[src/rtl/gray_to_bin.sv]
// Registered Gray-code to binary converter for the receive side of CDC pointer paths.
// One conversion per clock, one clock of latency, output cleared asynchronously by rst_i.
module gray_to_bin #(
   parameter int WIDTH = 4
) (
   input  logic             clk_i,
   input  logic             rst_i,
   input  logic [WIDTH-1:0] in_data_i,
   output logic [WIDTH-1:0] out_data_o
);

   // Each binary bit is the XOR of all Gray bits at and above its position.
   function automatic logic [WIDTH-1:0] gray2bin(input logic [WIDTH-1:0] g);
      logic [WIDTH-1:0] b;
      b[WIDTH-1] = g[WIDTH-1];
      for (int i = WIDTH - 2; i >= 0; i--) begin
         b[i] = b[i+1] ^ g[i];
      end
      return b;
   endfunction

   logic [WIDTH-1:0] bin_p0;

   // Stage 0: combinational decode of the sampled Gray input
   always_comb begin
      bin_p0 = gray2bin(in_data_i);
   end

   // Stage 1: output register; cleared on reset so downstream never sees a stale pointer
   always_ff @(posedge clk_i or posedge rst_i) begin
      if (rst_i) begin
         out_data_o <= '0;
      end else begin
         out_data_o <= bin_p0;
      end
   end

endmodule

[config.mk]
export PLATFORM = sky130hd
export DESIGN_NAME = gray_to_bin
export DESIGN_NICKNAME = d
export VERILOG_FILES = /design/src/rtl/gray_to_bin.sv
export SDC_FILE = /design/constraint.sdc
export NUM_CORES = 1
export LEC_CHECK = 0
export CAP_MARGIN = 10
export CORE_AREA = 2 2 39 41
export DETAILED_ROUTE_END_ITERATION = 6
export DIE_AREA = 0 0 41 43
export GPL_ROUTABILITY_DRIVEN = 0
export SYNTH_ARGS = -nofsm -noshare
export SYNTH_HDL_FRONTEND = slang
export SYNTH_SLANG_ARGS = --single-unit
[constraint.sdc]
create_clock -name clk_i -period 1 [get_ports clk_i]
set_clock_uncertainty 0.05 [all_clocks]
set_input_delay 0.15 -clock clk_i [delete_from_list [all_inputs] [get_ports clk_i]]
set_output_delay 0.15 -clock clk_i [all_outputs]
set_load 0.05 [all_outputs]
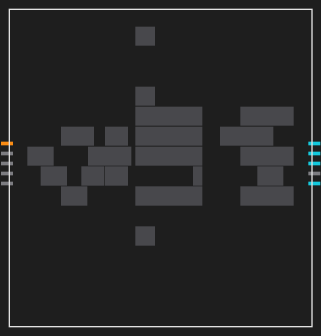
(images/pins.png)
Pins as bars across the die edge, other pins in gray.
| color | port | pins | direction | edge |
|---|---|---|---|---|
| cyan | `out_data_o` | 4 | output | east |
| orange | `clk_i` | 1 | input | west |
PortBufs: 9
die extent in x: 41 µm

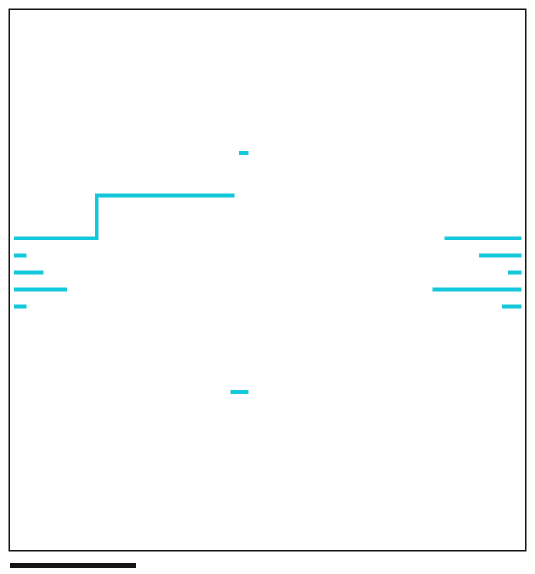
(images/met3.png)
The bar under the picture is 10 µm long.
share of all routed wire: 17%
wire length on this layer: 47.2 µm
main direction: horizontal
longest straight run: 10.8 µm
nets with wire on the layer: 11
Via Count: 107
WL final: 270 µm
met3 Use GR: 0.0314

==> reports/results.ini <==
[timing]
min_period_ns = 0.983
relSlewSlack = 0.870

[logic_synthesis]
ys_types = 5
ys.flop_type = dfrtp_1
simple_gate_share = 0
top_cells_by_count = dfrtp_1, xnor2_1, inv_1, xor2_1, xor2_2
ys_seq_share = 0.684
syn_area_um2 = 146
ys_sh_aoi = 0
ys_sh_adder = 0
netlist_instances = 9
syn_nets = 15
yosysCellCount = 9
mux_area_frac = 0
top_area_frac = 0.684

[power_and_ir_drop]
comb_power_w = 0.000208
maxPowerGroup = combinational logic
p_clk_w = 0.000197
p_clk_frac = 0.325

[floorplanning]
placementRows = 14
chip_area_um2 = 1760

[cells_and_area]
final_nets = 29
reg.largest.list = out_data_o (4)
final_cell_mix = clkdlybuf4s50_1, dfrtp_1, buf_12, clkbuf_4, xnor2_1

[detailed_routing]
viasPerCell = 2.89
ant_nets = 0
wl_met3_um = 47
drt-initial-drc-count = 1
first_pass_iters = 2
drc = 0

[hold_path]
hold_class = input port to async pin

[global_routing]
top_usage_layer = met4
grt_pass1_vias = 137

[setup_path]
cp_cell_sequence = buf_12
max_stage_delay_ns = 0.39
crit_path_end_kind = output pin

[clock_tree]
tritoncts = built
cts.sinks = 4

[run_status]
status = completed

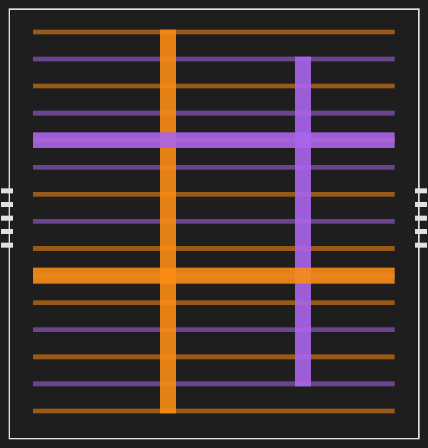
(images/pdn.png)
Pins as bars on the die edge.
| color | net |
|---|---|
| orange | VSS |
| purple | VDD |
rows: 14
met1 rails: 15
met5 straps: 2
met4 straps: 2
signal pins: 10
VDD IR max: 392 µV
CORE AREA: 1380 µm²
Die H: 43 µm

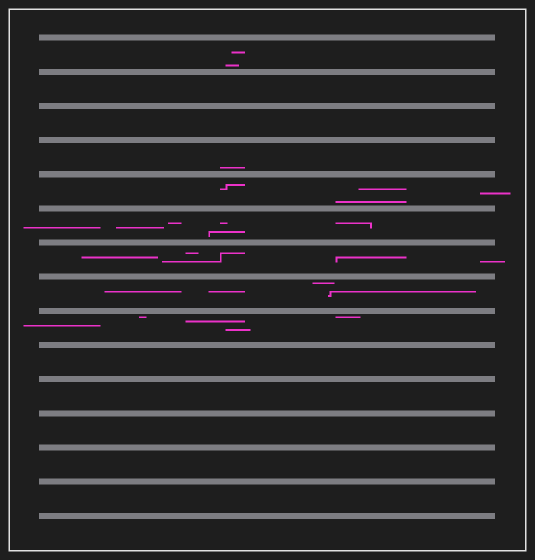
(images/met1.png)
Supply wires on this layer in gray.
nets with wire on the layer: 21
share of all routed wire: 35%
longest straight run: 11.5 µm
wire length on this layer: 93.4 µm
main direction: horizontal
met1 usage: 0.0328

==> area by class of cell <==
class	count	area [µm²]
Clock buffer	3	22.5
Fill cell	140	1060
Inverter	1	3.75
Multi-Input combinational cell	4	42.5
Sequential cell	4	100
Tap cell	16	20.0
Timing Repair Buffer	9	133
==> metrics by stage <==
step	hold WS (ns)	setup slack (ns)	cell area, µm²	cells	TNS [ns]
floorplan	-0.134	0.214	146	9	0
global placement	0.287	-0.161	297	34	-0.328
detailed placement	0.300	-0.203	297	34	-0.409
CTS	0.0553	0.00338	319	37	0
global route	0.0743	-0.00282	322	37	-0.00440
finish	0.0529	0.0174	322	37	0
==> what timing repair did <==
item,in CTS,in global routing
endpoints found under the hold margin,0,0
endpoints found under the setup margin,0,3
resized,0,1
